### config.mk
export PLATFORM = sky130hd
export DESIGN_NAME = otp_ctrl
export DESIGN_NICKNAME = d
export VERILOG_FILES = /design/src/rtl/otp_ctrl.sv
export SDC_FILE = /design/constraint.sdc
export NUM_CORES = 1
export LEC_CHECK = 0
export ABC_AREA = 1
export CAP_MARGIN = 20
export CORE_ASPECT_RATIO = 0.9
export CORE_MARGIN = 1.5
export CORE_UTILIZATION = 30
export CTS_CLUSTER_DIAMETER = 50
export CTS_CLUSTER_SIZE = 16
export DETAILED_ROUTE_END_ITERATION = 6
export SYNTH_ARGS = -nofsm -noshare
export SYNTH_HDL_FRONTEND = slang
export SYNTH_SLANG_ARGS = --single-unit
### constraint.sdc
create_clock -name clk -period 5.6 [get_ports clk]
set_input_delay 1.12 -clock clk [delete_from_list [all_inputs] [get_ports clk]]
set_output_delay 1.12 -clock clk [all_outputs]
set_load 0.005 [all_outputs]
### src/rtl/otp_ctrl.sv
// OTP ROM front-end: boot-time shadow load, CPU read pass-through and checked 0->1 burn sequencing.
// Optional OTP_LOCK_EN: shadow word 0 bit 1 acts as a global burn lock once the shadows are loaded.
module otp_ctrl #(
  parameter int                   BUS_WIDTH   = 32,
  parameter int                   DATA_WIDTH  = 32,
  parameter int                   NUM_SHADOW  = 4,
  parameter logic [BUS_WIDTH-1:0] SHADOW_BASE = 'h10,
  parameter int                   PROG_CYCLES = 8
) (
  input  logic                             clk,
  input  logic                             reset,
  input  logic [BUS_WIDTH-1:0]             m_ram_raddr,
  output logic [DATA_WIDTH-1:0]            m_ram_rdata,
  input  logic                             m_ram_ren,
  input  logic [BUS_WIDTH-1:0]             m_ram_waddr,
  input  logic [DATA_WIDTH-1:0]            m_ram_wdata,
  input  logic [DATA_WIDTH/8-1:0]          m_ram_wen,
  output logic                             m_ram_busy,
  output logic [BUS_WIDTH-1:0]             s_ram_raddr,
  input  logic [DATA_WIDTH-1:0]            s_ram_rdata,
  output logic                             s_ram_ren,
  output logic [BUS_WIDTH-1:0]             s_ram_waddr,
  output logic [DATA_WIDTH-1:0]            s_ram_wdata,
  output logic [DATA_WIDTH/8-1:0]          s_ram_wen,
  output logic [NUM_SHADOW*DATA_WIDTH-1:0] shadow_words,
  output logic                             load_done,
  output logic                             secure_debug_disable,
  output logic                             prog_done,
  output logic                             prog_err
);

  localparam int BE_W  = DATA_WIDTH / 8;
  localparam int IDX_W = $clog2(NUM_SHADOW + 1);
  localparam int CNT_W = $clog2(PROG_CYCLES + 1);
  localparam logic [BUS_WIDTH-1:0] WORD_BYTES = BUS_WIDTH'(BE_W);

  typedef enum logic [2:0] {LOAD, LOAD_LAST, IDLE, PROG_RD, PROG_CHK, PROG_WR} state_t;

  state_t                 state;
  logic [IDX_W-1:0]       idx;
  logic [CNT_W-1:0]       cnt;
  logic [DATA_WIDTH-1:0]  shadow_q [NUM_SHADOW];
  logic [BUS_WIDTH-1:0]   addr_q;
  logic [DATA_WIDTH-1:0]  wdata_q;
  logic [BE_W-1:0]        wen_q;
  logic                   lock;

  function automatic logic [DATA_WIDTH-1:0] expand_be(input logic [BE_W-1:0] be);
    logic [DATA_WIDTH-1:0] m;
    for (int b = 0; b < BE_W; b++) m[b*8 +: 8] = {8{be[b]}};
    return m;
  endfunction

  // A burn may only set bits; any enabled bit that is 1 now but 0 in the new data is illegal.
  function automatic logic burn_illegal(input logic [DATA_WIDTH-1:0] old,
                                        input logic [DATA_WIDTH-1:0] data,
                                        input logic [BE_W-1:0]       be);
    return |(old & ~data & expand_be(be));
  endfunction

`ifdef OTP_LOCK_EN
  assign lock = load_done & shadow_q[0][1];
`else
  assign lock = 1'b0;
`endif

  always_ff @(posedge clk) begin
    if (reset) begin
      state     <= LOAD;
      idx       <= '0;
      cnt       <= '0;
      load_done <= 1'b0;
      prog_done <= 1'b0;
      prog_err  <= 1'b0;
      for (int i = 0; i < NUM_SHADOW; i++) shadow_q[i] <= '0;
    end else begin
      prog_done <= 1'b0;
      case (state)
        LOAD, LOAD_LAST: begin
          // Read data lags the issued address by one cycle, so capture slot idx-1.
          for (int i = 0; i < NUM_SHADOW; i++)
            if (idx == IDX_W'(i + 1)) shadow_q[i] <= s_ram_rdata;
          if (state == LOAD_LAST) begin
            load_done <= 1'b1;
            state     <= IDLE;
          end else begin
            idx <= idx + 1'b1;
            if (idx == IDX_W'(NUM_SHADOW - 1)) state <= LOAD_LAST;
          end
        end
        IDLE: if (|m_ram_wen) state <= PROG_RD;
        PROG_RD: state <= PROG_CHK;
        PROG_CHK: begin
          if (lock || burn_illegal(s_ram_rdata, wdata_q, wen_q)) begin
            prog_err  <= 1'b1;
            prog_done <= 1'b1;
            state     <= IDLE;
          end else begin
            cnt   <= '0;
            state <= PROG_WR;
          end
        end
        PROG_WR: begin
          if (cnt == CNT_W'(PROG_CYCLES - 1)) begin
            prog_done <= 1'b1;
            state     <= IDLE;
          end else begin
            cnt <= cnt + 1'b1;
          end
        end
        default: state <= IDLE;
      endcase
    end
  end

  always_ff @(posedge clk) begin
    if (state == IDLE && |m_ram_wen) begin
      addr_q  <= m_ram_waddr;
      wdata_q <= m_ram_wdata;
      wen_q   <= m_ram_wen;
    end
  end

  always_comb begin
    s_ram_ren   = 1'b0;
    s_ram_raddr = '0;
    s_ram_waddr = '0;
    s_ram_wdata = '0;
    s_ram_wen   = '0;
    case (state)
      LOAD: begin
        s_ram_ren   = ~reset;
        s_ram_raddr = SHADOW_BASE + BUS_WIDTH'(idx) * WORD_BYTES;
      end
      IDLE: begin
        s_ram_ren   = m_ram_ren;
        s_ram_raddr = m_ram_raddr;
      end
      PROG_RD: begin
        s_ram_ren   = 1'b1;
        s_ram_raddr = addr_q;
      end
      PROG_WR: begin
        s_ram_waddr = addr_q;
        s_ram_wdata = wdata_q;
        s_ram_wen   = wen_q;
      end
      default: ;
    endcase
  end

  assign m_ram_busy           = (state != IDLE);
  assign m_ram_rdata          = s_ram_rdata;
  assign secure_debug_disable = ~load_done | shadow_q[0][0];

  for (genvar g = 0; g < NUM_SHADOW; g++) begin : g_shadow
    assign shadow_words[g*DATA_WIDTH +: DATA_WIDTH] = shadow_q[g];
  end

endmodule

run_1/congestion.png
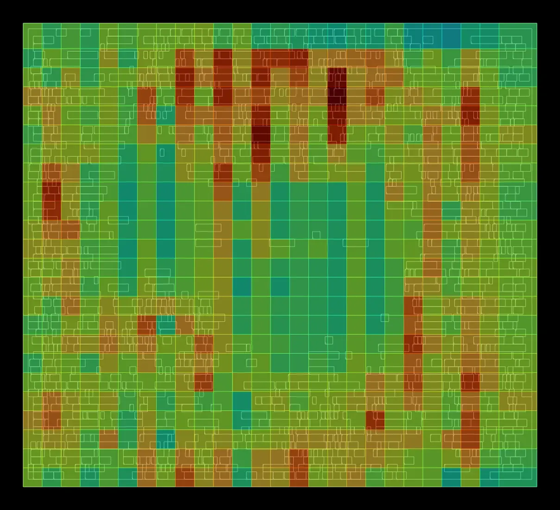
GR peak layer: met2
GRT Util Overall: 17.93%
WL/cell: 18.31 um
met2 routing resource usage after global routing: 31.65%

run_1/cell_density.png
The die is cut into 19 by 17 equal tiles; dark blue is low, red is high, 0 to 100% covered.
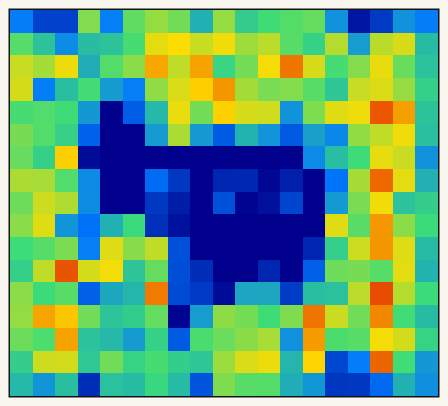
tiles over 75% full = 7.1%
mean over tiles = 44%
densest ninth of the die = north
emptiest ninth of the die = centre
fullest tile = 91%
share of the core filled with cells: 47.39%
floorplan-stage core utilization: 30.42%

run_1/logic_types.png
The bar under the picture is 50 um long.
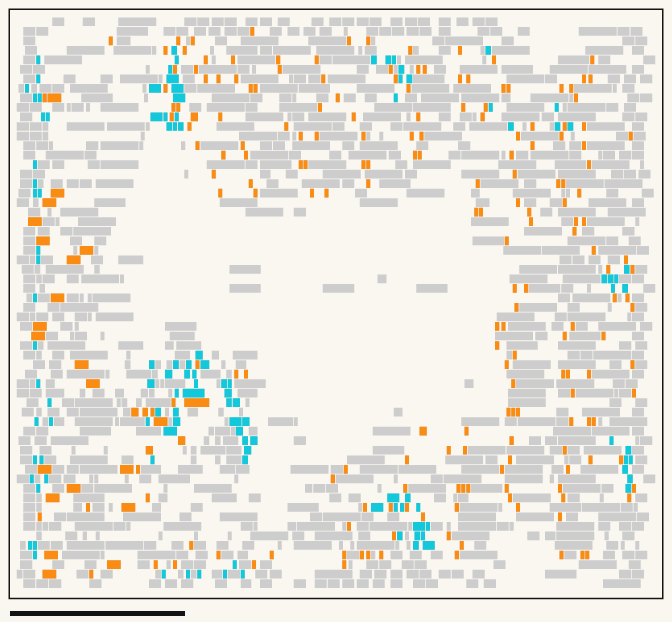
NAND gates -> cyan  # cells 115, where spread over the die
NOR gates -> orange  # cells 219, where spread over the die
dominant logic cell type in the layout: clkdlybuf4s50_1
filler-free cell count of the finished design: 1587

run_1/clk_routes.png
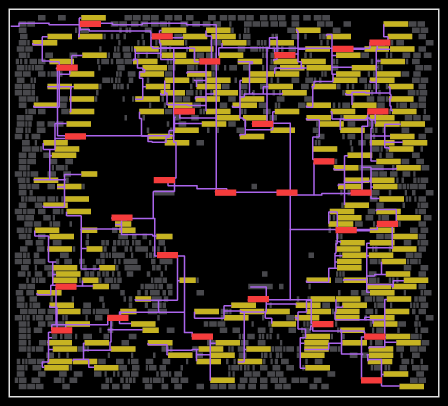
flip-flops -> yellow  # count 209
clock drivers -> red  # count 28
clock wires -> purple  # length 2920 um
routed clock nets = 29
flops lie = spread over the die
clk_skew: 0.01098 ns
clock-net power: 1.74 mW
source-to-sink clock delay at the later pin of the worst-skew pair: 0.53 ns
relative contribution of the clock network to total power: 34.9%

==> run summary, run 1 <==
The synthesis and place-and-route flow finished, so here is a summary.

The layout report lists the combined flip-flop and latch area as 0.006146 sq mm. The capturing point of the worst reg2reg path is shadow_q[3][11]. The global-route track usage on met1 is 20.83%. The setup TNS after final layout came out at 0 ns.

The setup slack of the critical path after layout is 1.620 ns. The largest family of logic cells by area is simple AND/OR/NAND/NOR gates. The number of sinks driven by the clock tree came out at 209. Summed over all nets, wire length on met2 after detailed routing comes to 14190 um. The multi-input logic portion of the cell area is 14.29%. The total of fill cells in the finished design came out at 2760.

Endpoints with negative setup slack in the final report add up to 0. Setup slack on the worst path after placement came out at 1.898 ns. The share of the final layout cell area in sequential cells is 43.52%. Signal nets in the final route climb as high as met4. Max-slew check failures listed in the final report amount to 0.

The total buffers and inverters traversed by the critical path is 4. The wire length on met3 came out at 2789 um. The endpoint of the worst hold path is reported as prog_err. The number of flops mapped to enable cells by yosys came out at 196. At floorplan, the net count of the design was reported as 929. The post-synthesis to final-layout area growth came out at 55.78%. The net switching power of the design came out at 1.363 mW. The worst supply voltage drop on vdd is 0.1956 mV. After synthesis, the share of cell area in mux cells is 0%. Setup repair after global routing left no endpoint under its margin. The number of optimization iterations in the first detailed-route pass came out at 4.

Per the STA report, the cell with the highest stage delay on the worst path is inv_4. Counting buffers and inverters, the worst setup path is 7 cells deep. OpenSTA lists the critical path endpoint as s_ram_wdata[17]. The flow ran to the end, and the final reports show no timing, DRC or antenna violations. The post-layout instance area came out at 0.01412 sq mm. The placed wire-length estimate came out at 20950 um. The post-synthesis instance total is 788. The number of H-tree levels came out at 1.

The path type of the worst min-delay path is flip-flop to flip-flop. The flip-flop count of the largest register after layout is 128. The number of top-level pins is 401. The final routed wirelength across all metal layers came out at 29060 um. The number of gates given a new drive strength after cts is 0. Per the log, the first TritonRoute iteration ended with a DRC count of 427. The hold buffer count at CTS is 0.

The internal power component is 3.633 mW. The total power draw is 4.996 mW. The number of unique standard cell types used by synthesis came out at 35. The number of input and output port buffers inserted is 400.

Per the OpenROAD floorplan log, the area of the die is 0.03127 sq mm. In this design, the largest share of critical-path delay is due to buffers and inverters. For this run, the top clock speed supported by timing is 0.2512 GHz. The combinational power reported by the tool is 1.13 mW.

The final period demand of the worst path is 3.980 ns. The fraction of area in clock buffers and inverters is 6.556%. The combinational gate area is 0.002018 sq mm. The launch point of the critical path was reported as state[1]. 397 cells are multi-input combinational gates.

Walking the worst path, the cells encountered are inv_2 -> nand2_4 -> nor2_8 -> inv_4 -> buf_4 -> nor2_1 -> clkdlybuf4s50_1. The and-or/or-and share of the synthesized area is 3.423%. In the synthesized netlist the dominant register cell turns out to be edfxtp_1. The total power divided by cell area is 353.7 mW/mm^2.

Per report_power, the top consumer among the power groups is sequential cells. The fraction of layout instances using a drive strength above 1 is 9.122%. The count of antenna-violating nets left after detailed routing came out at 0. Once placement completed, the tool counted placed cells totaling 1534. The clock slew seen by the registers of the worst setup and hold paths came out at 0.06 ns.

The arrival time of data at the critical path endpoint came out at 2.86 ns. STA lists the startpoint of the worst hold path as prog_err. The proportion of power drawn by flip-flops and latches is 42.4%. Per STA, the highest per-stage delay on the worst path measures 0.69 ns. The routed layout has 6980 vias.
run 1: cells in the mapped netlist (4+ instances only):
library cell | n | area share [%]
edfxtp_1 | 196 | 65
nor2_1 | 191 | 7.9
inv_1 | 111 | 4.6
nand2_1 | 62 | 2.6
buf_4 | 35 | 2.9
nand3_1 | 34 | 1.9
o21ai_0 | 32 | 1.8
nor2_4 | 21 | 2.6
buf_2 | 18 | 0.99
a21oi_1 | 13 | 0.72
dfxtp_1 | 13 | 2.9
nand3_2 | 9 | 0.99
buf_6 | 7 | 0.87
ha_1 | 6 | 0.83
nand4_1 | 6 | 0.41
inv_2 | 5 | 0.21
nor2_2 | 5 | 0.35
o221ai_1 | 4 | 0.39
==> inputs of run 2 (changes only) <==
==> constraint.sdc (replaced) <==
create_clock -name clk -period 4.05 [get_ports clk]
set_input_delay 0.81 -clock clk [delete_from_list [all_inputs] [get_ports clk]]
set_output_delay 0.81 -clock clk [all_outputs]
set_load 0.005 [all_outputs]
run_2/wires.png
The bar under the picture is 50 um long.
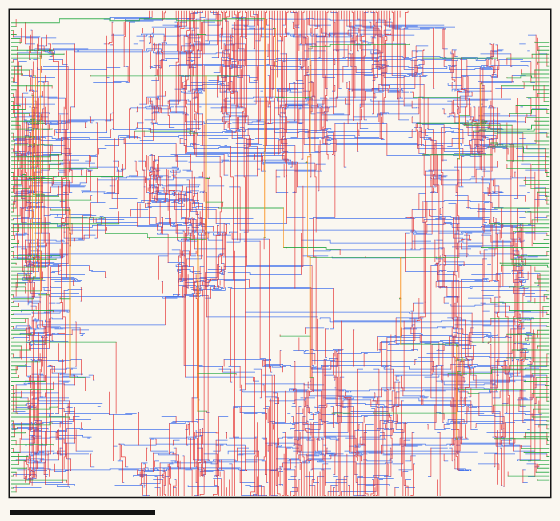
metal 2 -> red  # wire length 14300 um
metal 1 -> blue  # wire length 11400 um
metal 4 -> orange  # wire length 707 um
metal 3 -> green  # wire length 2370 um
WL/cell: 18.07 um
GRT Util Overall: 17.91%
wirelength, routed: 28760 um
total via count in the routed design: 6996

==> run 2 against run 1 <==
  * Global-route usage about the same
  * Synthesized cell count stayed put
  * Highest routed layer unchanged
  * Critical path type unchanged
  * Power is 43% higher
  * Wire length decreased by 1.0%
  * Count of clock-buffer cells in the layout decreased by 2
  * Worst setup slack worse by 1.3 ns
  * Sequential share of layout area down 0.39 points
  * Utilization up 0.43 points
  * Largest power group unchanged
==> run summary, run 2 <==
The synthesis and place-and-route flow finished, so here is a summary.

The flow ran to the end, and the final reports show no timing, DRC or antenna violations. The power consumed by the clock network came out at 2.62 mW (+51%). The largest area contributor in the synthesized netlist is edfxtp_1. The capturing instance or port of the critical path is s_ram_raddr[14]. The mux share of post-synthesis cell area is 0% (unchanged). The total of fill cells in the finished design is 2704 (-2.0%).

The fmax is 0.2664 GHz. The flip-flop count of the largest register after layout is 128 (unchanged). The power drawn by the combinational cells came out at 1.59 mW (+41%).

The worst supply voltage drop on vdd is 0.2990 mV (+53%). The global routing stage identified its most utilized layer as met2. The signal on the critical path passes through nand3_1 -> buf_4 -> o21ai_0 -> clkdlybuf4s50_1. The number of optimization iterations in the first detailed-route pass was 4 (unchanged). The share of the synthesized area in the top cell type was 64.92% (unchanged). The number of top-level pins is 401 (unchanged). The number of sinks driven by the clock tree came out at 209 (unchanged). The number of input and output port buffers inserted was 400 (unchanged). The starting DRC count in detailed routing came out at 289 (-32%). The die outline area is 0.03127 sq mm (unchanged).

The internal power component is 5.192 mW (+43%). The floorplan utilization is 30.42% (unchanged). The share of the final layout cell area in sequential cells came out at 43.12% (-0.39 points). The timing report shows that the slowest cell on the worst path is nand3_1. The non-filler instance count after layout was 1591 (+0.25%). The total power draw came out at 7.133 mW (+43%). The clock power share came out at 36.7% (+1.8 points).

The setup slack at placement came out at 0.7885 ns (-1.109 ns). The net count entering floorplan is 929 (unchanged). The dominant register cell is edfxtp_1. The combinational gate area came out at 0.002018 sq mm (unchanged).

The proportion of power drawn by flip-flops and latches came out at 41.0% (-1.4 points). The count of antenna-violating nets left after detailed routing is 0 (unchanged). The final worst clock skew is 0.03437 ns (+0.02339 ns). The multi-input logic portion of the cell area came out at 14.16% (-0.13 points). The number of pins with negative max-slew slack in the final report came to 0 (unchanged).

In the post-synthesis netlist, the biggest area contributors are edfxtp_1 (65%), nor2_1 (7.9%), inv_1 (4.6%). The hold buffer count at CTS came out at 0 (unchanged). The number of gates given a new drive strength after cts came out at 0 (unchanged). Yosys reports that the most numerous cell types are edfxtp_1 (196), nor2_1 (191), inv_1 (111), nand2_1 (62), buf_4 (35). The critical path depth came out at 4 (-3). The highest layer touched by signal routing is met4. The critical path starts at state[0]. The placed wire-length estimate came out at 20720 um (-1.1%). The critical path's top delay family is buffers and inverters. The fraction of area in clock buffers and inverters is 6.962% (+0.41 points). The clock latency of the later-clocked register in the worst-skew pair came out at 0.54 ns (about the same). The clock slew seen by the registers of the worst setup and hold paths came out at 0.06 ns (about the same). The total buffers and inverters traversed by the critical path was 2 (-2). Among logic cells in the layout, the one with the most instances is clkdlybuf4s50_1. The number of unique standard cell types used by synthesis is 35 (unchanged).

The global-route track usage on met1 is 21.23% (+0.40 points). The global routing met2 resource utilization is 31.98% (+0.32 points). The count of final setup violators came to 0 (unchanged).

The setup slack of the critical path after layout is 0.2960 ns (-1.324 ns). The arrival time of data at the critical path endpoint is 2.94 ns (+0.08 ns). The fraction of layout instances using a drive strength above 1 is 9.933% (+0.81 points). The number of cells in the design after placement is 1541 (+0.46%). The and-or/or-and share of the synthesized area is 3.423% (unchanged). The post-synthesis to final-layout area growth is 57.20%. The post-synthesis instance total was 788 (unchanged). The capturing point of the worst reg2reg path is shadow_q[2][0].

The highest cell delay on the worst timing path is 0.68 ns (about the same).
run 2: through the flow:
| stage | area [sq um] | hold slack, ns |
|---|---|---|
| final | 14250 | 0.4637 |
| after detailed placement | 13260 | 0.4614 |
| after CTS | 14250 | 0.4684 |
| after floorplan | 9070 | 0.4466 |
| after global routing | 14250 | 0.4982 |
| after global placement | 13260 | 0.4390 |
run 2: how the worst min path moves through the flow:
stage,startpoint,end,slack [ns]
after floorplan,prog_err,prog_err,0.45
after global placement,prog_err,prog_err,0.44
after detailed placement,prog_err,prog_err,0.46
after CTS,prog_err,prog_err,0.47
after global routing,prog_err,prog_err,0.50
final,prog_err,prog_err,0.46
run 2: worst min-delay path: cells and delay by family, from the launching register on:
kind,cells,cell delay [ns]
buf+inv,1,0.05
flops,1,0.31
compound gates,1,0.06
==> inputs of run 3 (changes only) <==
--- a/config.mk
+++ b/config.mk
@@ -13,6 +13,7 @@
 export CTS_CLUSTER_DIAMETER = 50
 export CTS_CLUSTER_SIZE = 16
 export DETAILED_ROUTE_END_ITERATION = 6
+export RECOVER_POWER = 100
 export SYNTH_ARGS = -nofsm -noshare
 export SYNTH_HDL_FRONTEND = slang
 export SYNTH_SLANG_ARGS = --single-unit
run_3/wires.png
The bar under the picture is 50 um long.
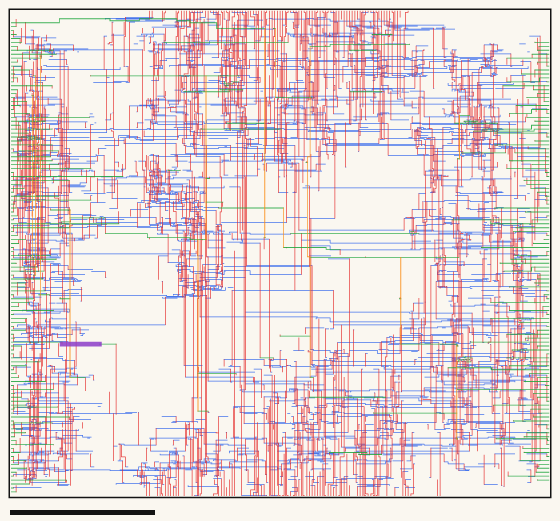
metal 2 -> red  # wire length 14400 um
metal 5 -> purple  # wire length 12.9 um
metal 1 -> blue  # wire length 11200 um
metal 3 -> green  # wire length 2510 um
metal 4 -> orange  # wire length 683 um
wirelength, routed: 28770 um
total via count in the routed design: 6995
WL/cell: 18.07 um

==> run 3 against run 2 <==
  * The run now ends with max-capacitance violations, max-slew violations left
  * Clock skew is 0.0017 ns lower
  * Sequential power about the same
  * Sequential share of layout area up 0.69 points
  * First-iteration DRC count grew 11%
  * Flip-flop count stayed put
  * Count of clock-buffer cells in the layout unchanged
  * Cell count about the same
  * Utilization down 0.75 points
  * Largest power group unchanged
==> run summary, run 3 <==
The synthesis and place-and-route flow finished, so here is a summary.

The critical path depth came out at 4 (unchanged). The checks that failed: max-capacitance violations, max-slew violations. The post-layout instance area is 0.01403 sq mm (-1.6%).

Tracing the worst setup path back leads to its startpoint at state[0]. Per the GRT log, the top usage layer is met2. The clock latency of the later-clocked register in the worst-skew pair was 0.54 ns (about the same). Summed over all instances, the cell type with the most area after synthesis is edfxtp_1. The and-or/or-and share of the synthesized area came out at 3.423% (unchanged).

The highest signal layer in the routed design is met5. The number of optimization iterations in the first detailed-route pass came out at 5 (+1). The number of top-level pins came out at 401 (unchanged). The net count entering floorplan is 929 (unchanged). By instance count after routing, the leading logic cell type is dlygate4sd3_1. The capturing instance or port of the critical path is s_ram_raddr[3]. For hold timing, the worst endpoint is prog_err.

The flip-flop count of the largest register after layout is 128 (unchanged). Note that the worst hold path type here is flip-flop to flip-flop. The arrival time of data at the critical path endpoint came out at 3.02 ns (+0.08 ns). The highest cell delay on the worst timing path came out at 0.69 ns (about the same).

Checking max transition, the worst relative margin is -36.07%. The worst supply voltage drop on vdd is 0.2988 mV (about the same). The launch instance of the worst min-delay path is prog_err.

The hold buffer count at CTS was 0 (unchanged). The fmax is 0.2609 GHz (-2.0%). Counting instances in the post-synthesis netlist gives the leading cell types as edfxtp_1 (196), nor2_1 (191), inv_1 (111), nand2_1 (62), buf_4 (35). The starting DRC count in detailed routing is 322 (+11%). The clock slew seen by the registers of the worst setup and hold paths is 0.06 ns (about the same).

The number of antenna violations at the first check in global routing is 2. Broken down by cell family, the worst path's largest delay share belongs to buffers and inverters. The flow ran to the end, but the final reports show violations. The remaining routing DRC violations is 0. Post-synth the commonest register cell is edfxtp_1.

The number of input and output port buffers inserted is 400 (unchanged). After detailed routing, the met2 layer carries 14420 um of wire. The global-route track usage on met1 was 21.23% (unchanged).

The share of the synthesized area in the top cell type is 64.92% (unchanged). The total buffers and inverters traversed by the critical path was 2 (unchanged). Adding up every negative setup slack in the final design gives 0 ns.

The mux share of post-synthesis cell area is 0% (unchanged). The minimum hold slack is 0.4611 ns (-0.002578 ns). The setup slack at placement came to 0.7885 ns (unchanged).

The post-synthesis instance total is 788 (unchanged). The placement row count came out at 60. The largest buffer count on any clock path came out at 3. The async set-reset flop share out of synthesis came out at 0%. The register-to-register setup slack came out at 0.97 ns. The number of sinks driven by the clock tree is 209 (unchanged). The setup slack of the critical path after layout came to 0.2177 ns (-0.07827 ns). The number of unique standard cell types used by synthesis was 35 (unchanged). The number of cells in the design after placement came out at 1541 (unchanged).

The total power draw came out at 6.954 mW (-2.5%). The cell area after placement came to 0.01326 sq mm (unchanged). The fraction of layout instances using a drive strength above 1 is 7.323% (-2.6 points). The highest-delay cell along the critical path is nand3_1. The final worst clock skew is 0.03267 ns (-0.001698 ns). STA lists the endpoint of the worst register-to-register path as shadow_q[2][0]. Global routing finished with a remaining overflow of 0. Sorting the synthesized cells by area gives the leading types as edfxtp_1 (65%), nor2_1 (7.9%), inv_1 (4.6%). The non-filler instance count after layout came to 1592 (+0.063%). The placed wire-length estimate came out at 20720 um (unchanged). The run reported a max-capacitance violation count of 4. The count of final setup violators is 0 (unchanged). The via-per-instance ratio is 4.394. The global routing met2 resource utilization came to 31.98% (unchanged). Listed in order, past its start point the critical path passes nand3_1 -> clkbuf_2 -> o221ai_1 -> dlygate4sd3_1. Between the synthesized netlist and the finished layout, the area growth was recorded as 54.73%. The global-route usage over all layers is 17.91% (unchanged).

The layout net count is 1308. The final period demand of the worst path came out at 3.832 ns. The die outline area came to 0.03127 sq mm (unchanged). The floorplan utilization came out at 30.42% (unchanged).

The number of pins with negative max-slew slack in the final report is 99 (+99). The count of antenna-violating nets left after detailed routing came out at 0 (unchanged).
## run 3: cell counts after synthesis
Identical to the previous run, type by type.
## run 3: cell type report
class | instances | area, sq um
Fill cell | 2733 | 15780
Clock buffer | 28 | 689.4
Sequential cell | 209 | 6146
Antenna cell | 1 | 2.502
Inverter | 118 | 457.9
Tap cell | 403 | 504.2
Multi-Input combinational cell | 397 | 1861
Clock inverter | 22 | 302.8
Timing Repair Buffer | 414 | 4065
## run 3: power breakdown
part | internal [mW] | leakage, nW | total, mW | switching, mW
sequential | 2.81 | 2.06 | 2.92 | 0.114
combinational | 0.643 | 3.43 | 1.42 | 0.779
clock | 1.60 | 0.485 | 2.61 | 1.01
total | 5.05 | 5.98 | 6.95 | 1.90
Power figures rest on the tool's default switching activity, not on a simulated workload.
